<file path="src/rtl/muldiv_sched.sv">
// HI/LO multiply/divide sequencer: fixed-latency multiply, 1-bit/cycle restoring divide, hazard stall.
// Define MD_MADD_EN to enable the MADD/MADDU/MSUB/MSUBU accumulate ops (6..9).
module muldiv_sched #(
    parameter int unsigned MUL_LAT = 5
) (
    input  logic        clk,
    input  logic        rst_n,
    input  logic        start,
    input  logic [3:0]  op,
    input  logic [31:0] a,
    input  logic [31:0] b,
    input  logic        md_use_d,
    output logic [31:0] hi,
    output logic [31:0] lo,
    output logic        busy,
    output logic        stall_md
);

    localparam logic [3:0] OpMult  = 4'd0;
    localparam logic [3:0] OpMultu = 4'd1;
    localparam logic [3:0] OpDiv   = 4'd2;
    localparam logic [3:0] OpDivu  = 4'd3;
    localparam logic [3:0] OpMthi  = 4'd4;
    localparam logic [3:0] OpMtlo  = 4'd5;
`ifdef MD_MADD_EN
    localparam logic [3:0] OpMadd  = 4'd6;
    localparam logic [3:0] OpMaddu = 4'd7;
    localparam logic [3:0] OpMsub  = 4'd8;
    localparam logic [3:0] OpMsubu = 4'd9;
`endif

    localparam logic [4:0] CntMul = 5'(MUL_LAT - 1);
    localparam logic [4:0] CntDiv = 5'd31;

    typedef enum logic [1:0] {StIdle, StMulWait, StDivIter, StDivFix} state_e;
    typedef enum logic [1:0] {AccNone, AccAdd, AccSub} acc_e;

    state_e      state_q, state_d;
    acc_e        acc_q, acc_d;
    logic [4:0]  cnt_q, cnt_d;
    logic [63:0] prod_q, prod_d;
    logic [31:0] quo_q, quo_d;
    logic [31:0] rem_q, rem_d;
    logic [31:0] dvs_q, dvs_d;
    logic        quo_neg_q, quo_neg_d;
    logic        rem_neg_q, rem_neg_d;
    logic [31:0] hi_q, hi_d;
    logic [31:0] lo_q, lo_d;

    // Op decode
    logic is_mul, mul_signed, is_div, div_signed;
    acc_e acc_mode;

    always_comb begin
        is_mul     = 1'b0;
        mul_signed = 1'b0;
        is_div     = 1'b0;
        div_signed = 1'b0;
        acc_mode   = AccNone;
        case (op)
            OpMult:  begin is_mul = 1'b1; mul_signed = 1'b1; end
            OpMultu: is_mul = 1'b1;
            OpDiv:   begin is_div = 1'b1; div_signed = 1'b1; end
            OpDivu:  is_div = 1'b1;
`ifdef MD_MADD_EN
            OpMadd:  begin is_mul = 1'b1; mul_signed = 1'b1; acc_mode = AccAdd; end
            OpMaddu: begin is_mul = 1'b1; acc_mode = AccAdd; end
            OpMsub:  begin is_mul = 1'b1; mul_signed = 1'b1; acc_mode = AccSub; end
            OpMsubu: begin is_mul = 1'b1; acc_mode = AccSub; end
`endif
            default: ;
        endcase
    end

    // Sign-extending to 64 bits makes the truncated 64-bit product exact for both signednesses.
    logic [63:0] a_ext, b_ext, prod;
    logic [31:0] a_mag, b_mag;

    always_comb begin
        a_ext = {{32{mul_signed & a[31]}}, a};
        b_ext = {{32{mul_signed & b[31]}}, b};
        prod  = a_ext * b_ext;
        a_mag = (div_signed & a[31]) ? (32'd0 - a) : a;
        b_mag = (div_signed & b[31]) ? (32'd0 - b) : b;
    end

    logic [32:0] rem_sh;
    logic [63:0] hilo;

    always_comb begin
        state_d   = state_q;
        acc_d     = acc_q;
        cnt_d     = cnt_q;
        prod_d    = prod_q;
        quo_d     = quo_q;
        rem_d     = rem_q;
        dvs_d     = dvs_q;
        quo_neg_d = quo_neg_q;
        rem_neg_d = rem_neg_q;
        hi_d      = hi_q;
        lo_d      = lo_q;
        rem_sh    = {rem_q, quo_q[31]};
        hilo      = {hi_q, lo_q};

        case (state_q)
            StIdle: begin
                if (start) begin
                    if (is_mul) begin
                        prod_d  = prod;
                        acc_d   = acc_mode;
                        cnt_d   = CntMul;
                        state_d = StMulWait;
                    end else if (is_div) begin
                        if (b == 32'd0) begin
                            // Divide by zero: skip iteration, DIV_FIX writes the fixed result.
                            quo_d     = 32'hFFFF_FFFF;
                            rem_d     = a;
                            quo_neg_d = 1'b0;
                            rem_neg_d = 1'b0;
                            state_d   = StDivFix;
                        end else begin
                            quo_d     = a_mag;
                            rem_d     = 32'd0;
                            dvs_d     = b_mag;
                            quo_neg_d = div_signed & (a[31] ^ b[31]);
                            rem_neg_d = div_signed & a[31];
                            cnt_d     = CntDiv;
                            state_d   = StDivIter;
                        end
                    end else if (op == OpMthi) begin
                        hi_d = a;
                    end else if (op == OpMtlo) begin
                        lo_d = a;
                    end
                end
            end
            StMulWait: begin
                if (cnt_q == 5'd0) begin
                    case (acc_q)
                        AccAdd:  {hi_d, lo_d} = hilo + prod_q;
                        AccSub:  {hi_d, lo_d} = hilo - prod_q;
                        default: {hi_d, lo_d} = prod_q;
                    endcase
                    state_d = StIdle;
                end else begin
                    cnt_d = cnt_q - 5'd1;
                end
            end
            StDivIter: begin
                // Remainder stays below the divisor, so the shifted value fits in 33 bits.
                if (rem_sh >= {1'b0, dvs_q}) begin
                    rem_d = 32'(rem_sh - {1'b0, dvs_q});
                    quo_d = {quo_q[30:0], 1'b1};
                end else begin
                    rem_d = rem_sh[31:0];
                    quo_d = {quo_q[30:0], 1'b0};
                end
                if (cnt_q == 5'd0) begin
                    state_d = StDivFix;
                end else begin
                    cnt_d = cnt_q - 5'd1;
                end
            end
            StDivFix: begin
                lo_d    = quo_neg_q ? (32'd0 - quo_q) : quo_q;
                hi_d    = rem_neg_q ? (32'd0 - rem_q) : rem_q;
                state_d = StIdle;
            end
            default: state_d = StIdle;
        endcase
    end

    always_ff @(posedge clk) begin
        if (!rst_n) begin
            state_q   <= StIdle;
            acc_q     <= AccNone;
            cnt_q     <= 5'd0;
            prod_q    <= 64'd0;
            quo_q     <= 32'd0;
            rem_q     <= 32'd0;
            dvs_q     <= 32'd0;
            quo_neg_q <= 1'b0;
            rem_neg_q <= 1'b0;
            hi_q      <= 32'd0;
            lo_q      <= 32'd0;
        end else begin
            state_q   <= state_d;
            acc_q     <= acc_d;
            cnt_q     <= cnt_d;
            prod_q    <= prod_d;
            quo_q     <= quo_d;
            rem_q     <= rem_d;
            dvs_q     <= dvs_d;
            quo_neg_q <= quo_neg_d;
            rem_neg_q <= rem_neg_d;
            hi_q      <= hi_d;
            lo_q      <= lo_d;
        end
    end

    assign hi       = hi_q;
    assign lo       = lo_q;
    assign busy     = (state_q != StIdle);
    assign stall_md = md_use_d & (busy | (start & (is_mul | is_div)));

endmodule

</file>
<file path="config.mk">
export PLATFORM = sky130hd
export DESIGN_NAME = muldiv_sched
export DESIGN_NICKNAME = d
export VERILOG_FILES = /design/src/rtl/muldiv_sched.sv
export SDC_FILE = /design/constraint.sdc
export NUM_CORES = 2
export LEC_CHECK = 0
export CAP_MARGIN = 10
export CORE_MARGIN = 2
export CORE_UTILIZATION = 45
export CTS_BUF_LIST = sky130_fd_sc_hd__clkbuf_8 sky130_fd_sc_hd__clkbuf_16
export DETAILED_ROUTE_END_ITERATION = 6
export PLACE_DENSITY_LB_ADDON = 0.3
export SLEW_MARGIN = 10
export SYNTH_ARGS = -nofsm -noshare
export SYNTH_HDL_FRONTEND = slang
export SYNTH_SLANG_ARGS = --single-unit
</file>
<file path="constraint.sdc">
create_clock -name clk -period 17 [get_ports clk]
set_input_delay 2.55 -clock clk [delete_from_list [all_inputs] [get_ports clk]]
set_output_delay 2.55 -clock clk [all_outputs]
set_load 0.05 [all_outputs]
</file>
**Congestion heat map**

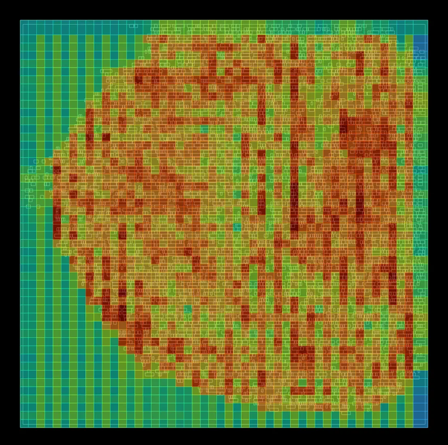
GR Util All Layers: 0.278
GR Util met2: 0.424

**The metal 1 layer**

Scale bar: 100 um. Supply wires on this layer in gray. Cells faint in the background.
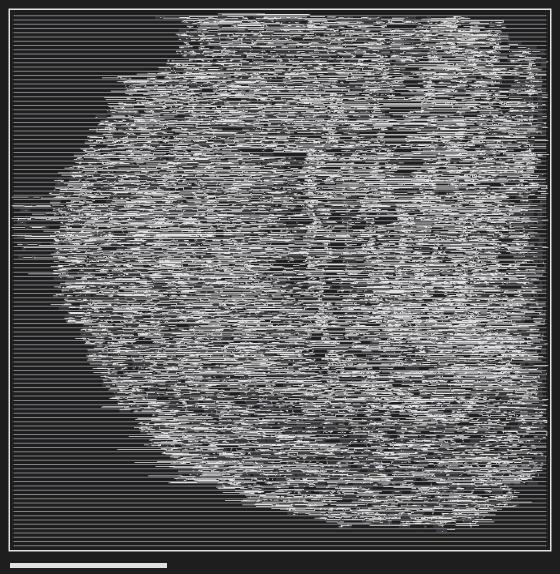
longest straight run: 70.8 um
main direction: horizontal
nets with wire on the layer: 6631
share of all routed wire: 43%

==> run summary <==
Flow results.

- The flow measured a signed area growth from synthesis to layout of 5.89%.
- The routed layout reports a DRC error count of 0.
- The pin count of the biggest net entering global routing is between 70 and 80.
- The synthesized area per cell is 8.60 um^2.
- The OpenROAD report gives the critical path a data arrival time of about 12 ns.
- Derived from the worst setup path, the maximum achievable clock frequency is 85.7 MHz.
- The worst hold path terminates at prod_q[44].
- Of all nets on the critical path, the largest fanout is 17.
- The vertical die dimension is between 300 and 400 um.
- The final setup slack of the worst path is 5.33 ns.
- The final worst hold slack is approximately 0.46 ns.
- Across all checked pins, the minimum headroom to the slew limit is 0.253.
- Multi-input combinational cells in the finished layout were counted as about 4200.
- In the final design database the tool counted 7335 nets.
- The DRC violation total after the first TritonRoute iteration is 3665.
- Counting flops with a built-in enable in the synthesized netlist gives 0.
- The number of buffer cells added on primary ports is 137.
- Summing every instance area after synthesis gives approximately 52000 um^2.
- The worst register-to-register path depth is 14.
- The final period utilization is 0.686.
- The cell with the biggest individual delay on the critical path is sky130_fd_sc_hd__fa_1.
- The run finished with clean final reports.
- The launch point of the worst register-to-register path is recorded as dvs_q[1].
- On the worst path, the slowest cell contributes a delay of 0.62 ns.
- The maximum clock path buffer count is 3.
- Using the TritonRoute via totals, the vias-per-cell ratio works out to about 5.6.
- Looking at the post-CTS report, the setup buffer insertion count equals 0.
- Of all the cell area in the finished design, non-clock buffers hold 0.0331.
- In the final layout, the multi-input gates occupy roughly 41000 um^2.
- For this sky-water flow run, the detailed-routed wirelength per cell is reported as 21.7 um.
- Counting the fill cells in the layout gives about 11000.
- The Yosys step of the flow raised 0 warnings.
- The synthesized netlist was found by Yosys to have about 6000 cells.
- The inverter count of the layout excluding clock inverters is roughly 1200.
- The run reported a max-capacitance violation count of 0.
- The capturing element type of the critical path is a register.
- The actual slew at the worst max-slew pin is between 1 and 1.5 ns.
- The core box area is 114000 um^2.
- The largest area contributor in the netlist is sky130_fd_sc_hd__fa_1.
- The number of global-route vias before repair was 42700.
- The type of origin of the critical path is an input pin.
- The category of the critical setup timing path is input pin to register.
- After layout, the minimum clock period comes to ~12 ns.
- The gate-level netlist out of Yosys references about 73 unique cell types.
- The final hold violation count is 0.
- For the worst min-delay path, the startpoint reported by OpenROAD is prod_q[44].
- The clock-cell share of area is 0.0142.
- The report puts the hold buffer count at CTS at 0.
- The first global-routing pass estimated between 200000 and 300000 um of wire.
- The die footprint is about 120000 um^2.
- The post-route clock skew is between 0.015 and 0.02 ns.
- The global route total overflow is 0.
- The cell class with the largest area share is multi-input combinational cells.
- The pre-CTS worst setup slack is slightly below 5 ns.
- The path type of the worst min-delay path is register to register.
- The number of optimization iterations in the first detailed-route pass is 6.
- Summing all flip-flop and latch instances after layout gives 4660 um^2.
- The CTS clock-pin slew for the worst setup and hold paths is 0.06 ns.
- The share of synthesized area in the top cell type comes to 0.434.
- The TritonCTS buffer count is 24.
- The total number of clock tree sinks is 233.
- The area recorded from the Yosys report for this design is about 52000 um^2.
- Setup violations remaining at the end of the flow were counted as 0.
- The pre-placement core utilization is 0.454.
- Per the final report, max-transition violations number 0.
- The later-pin clock latency in the skew report is roughly 0.56 ns.
- The post-detailed-placement half-perimeter wirelength is between 100000 and 150000 um.
- The final weighted congestion of routability-driven global placement is 0.945.
- The count of inserted tapcells is approximately 1500.
- The proportion of synthesized chip area in sequential cells is 0.0899.
- Sequential cells placed in the final layout were counted as ~230.
- The endpoint of the lowest-slack register-to-register path is rem_q[0].
- For this design the top-level I/O count stands at 138.
- The setup total negative slack is 0 ns.
- Looking at the cell usage after synthesis, the top flip-flop cell is sky130_fd_sc_hd__dfxtp_1.
**Cells by drive strength**

Scale bar: 100 um.
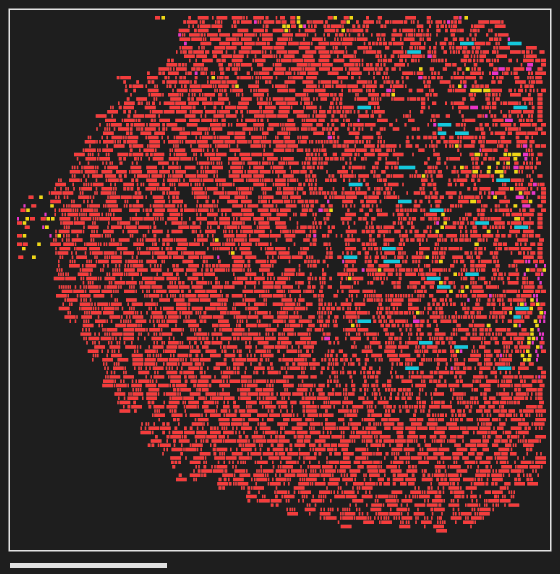
legend:
  _2 cells:
    color: magenta
    cells: 79
    most_used: buf_2
  _0 and _1 cells:
    color: red
    cells: 5693
    most_used: inv_1
  _3 and _4 cells:
    color: yellow
    cells: 100
    most_used: buf_4
  _6 and larger:
    color: cyan
    cells: 28
    most_used: clkbuf_16

**Met2 routing**

Scale bar: 100 um. Cells faint in the background.
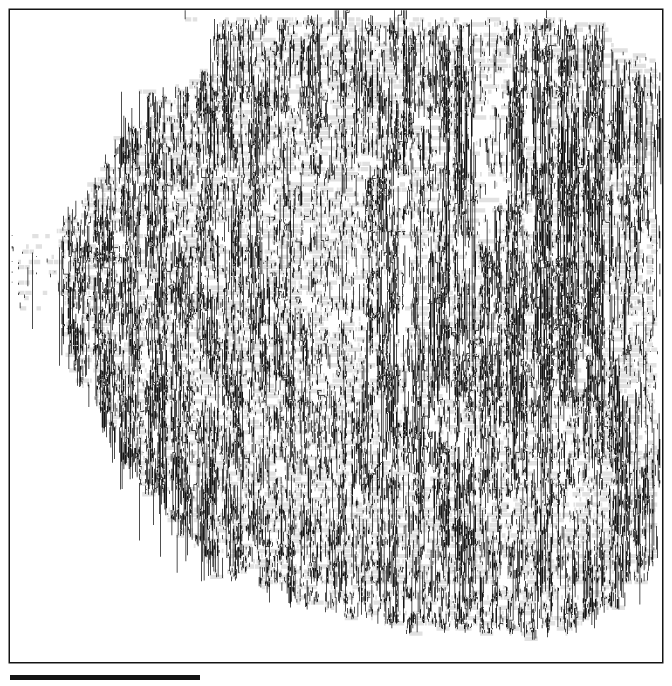
longest straight run: 110 um
share of all routed wire: 43%
nets with wire on the layer: 6071
drt total wl: 161000 um
number of vias in the routed layout: 41800

-- critical path: cells and delay by family --
| kind | cells | cell delay [ns] |
|---|---|---|
| compound gates | 9 | 2.33 |
| xor+xnor | 1 | 0.16 |
| buf+inv | 6 | 1.67 |
| fa+ha+maj | 9 | 4.46 |
| simple gates | 4 | 0.86 |
-- state kept, by name (all words and copies together) (netlist names), 2 cells and up --
signal and cells:
quo_q 32, state_q 2, prod_q 64, hi 32
rem_q 32, dvs_q 32, cnt_q 5, lo 32
-- worst max-delay path by stage --
stage           from         end  slack, ns  depth (start not counted)
2_1_floorplan  op[3]  prod_q[61]       6.07                         29
3_3_place_gp   op[3]  prod_q[61]       4.97                         29
3_5_place_dp   op[3]  prod_q[61]       4.90                         29
4_1_cts        op[3]  prod_q[61]       5.45                         29
5_1_grt        op[3]  prod_q[61]       4.80                         29
6_report       op[3]  prod_q[61]       5.33                         29
-- kinds of logic after synthesis --
kind of cell,after synthesis,share of synthesized area
xor gates and xnor gates,211,0.0356
buffers and inverters,1580,0.115
and+or+nand+nor,1799,0.160
AOI/OAI and AO/OA,830,0.104
muxes,3,0.000579
DFF,233,0.0899
adders and majority gates,1381,0.496
-- Yosys cell counts, types with 29 or more instances --
library cell and number:
sky130_fd_sc_hd__ha_1 255, sky130_fd_sc_hd__inv_1 1175, sky130_fd_sc_hd__buf_1 62, sky130_fd_sc_hd__nor2_1 208
sky130_fd_sc_hd__a21oi_1 222, sky130_fd_sc_hd__dfxtp_1 233, sky130_fd_sc_hd__and2_1 389, sky130_fd_sc_hd__o21ai_0 190
sky130_fd_sc_hd__xnor2_1 146, sky130_fd_sc_hd__a22oi_1 45, sky130_fd_sc_hd__clkbuf_1 332, sky130_fd_sc_hd__a21o_1 31
sky130_fd_sc_hd__nand2_1 962, sky130_fd_sc_hd__a211oi_1 60, sky130_fd_sc_hd__a31oi_1 46, sky130_fd_sc_hd__and3_1 29
sky130_fd_sc_hd__nor3_1 42, sky130_fd_sc_hd__nand3_1 45, sky130_fd_sc_hd__a221oi_1 55, sky130_fd_sc_hd__o31ai_1 35
sky130_fd_sc_hd__xor2_1 65, sky130_fd_sc_hd__fa_1 1126
-- layer usage --
metal	vias up	share of wire	wire, um	track usage
met1	21300	0.43	69700	0.409
met4	6	0.022	3560	0.0576
met2	1993	0.43	69500	0.424
li1	18200	-	-	-
met3	253	0.11	18000	0.0552
met5	-	0.00022	36	0
-- placed cells by master, fill, tap and decap left out, drive strengths merged, types with 12 or more instances in the layout --
cell type         n
inv            1181
fa             1126
nand2           962
and2            389
ha              255
dfxtp           233
a21oi           222
nor2            208
o21ai           193
xnor2           146
buf             123
clkdlybuf4s50    99
xor2             65
a211oi           60
a221oi           57
a31oi            46
nand3            45
a22oi            45
nor3             42
o31ai            38
a21o             31
and3             29
o221ai           25
clkbuf           25
or3              22
nand4            19
a311oi           18
nor2b            15
nand2b           15
o211ai           14
or4              14
o21bai           13
or2              13
o41ai            12
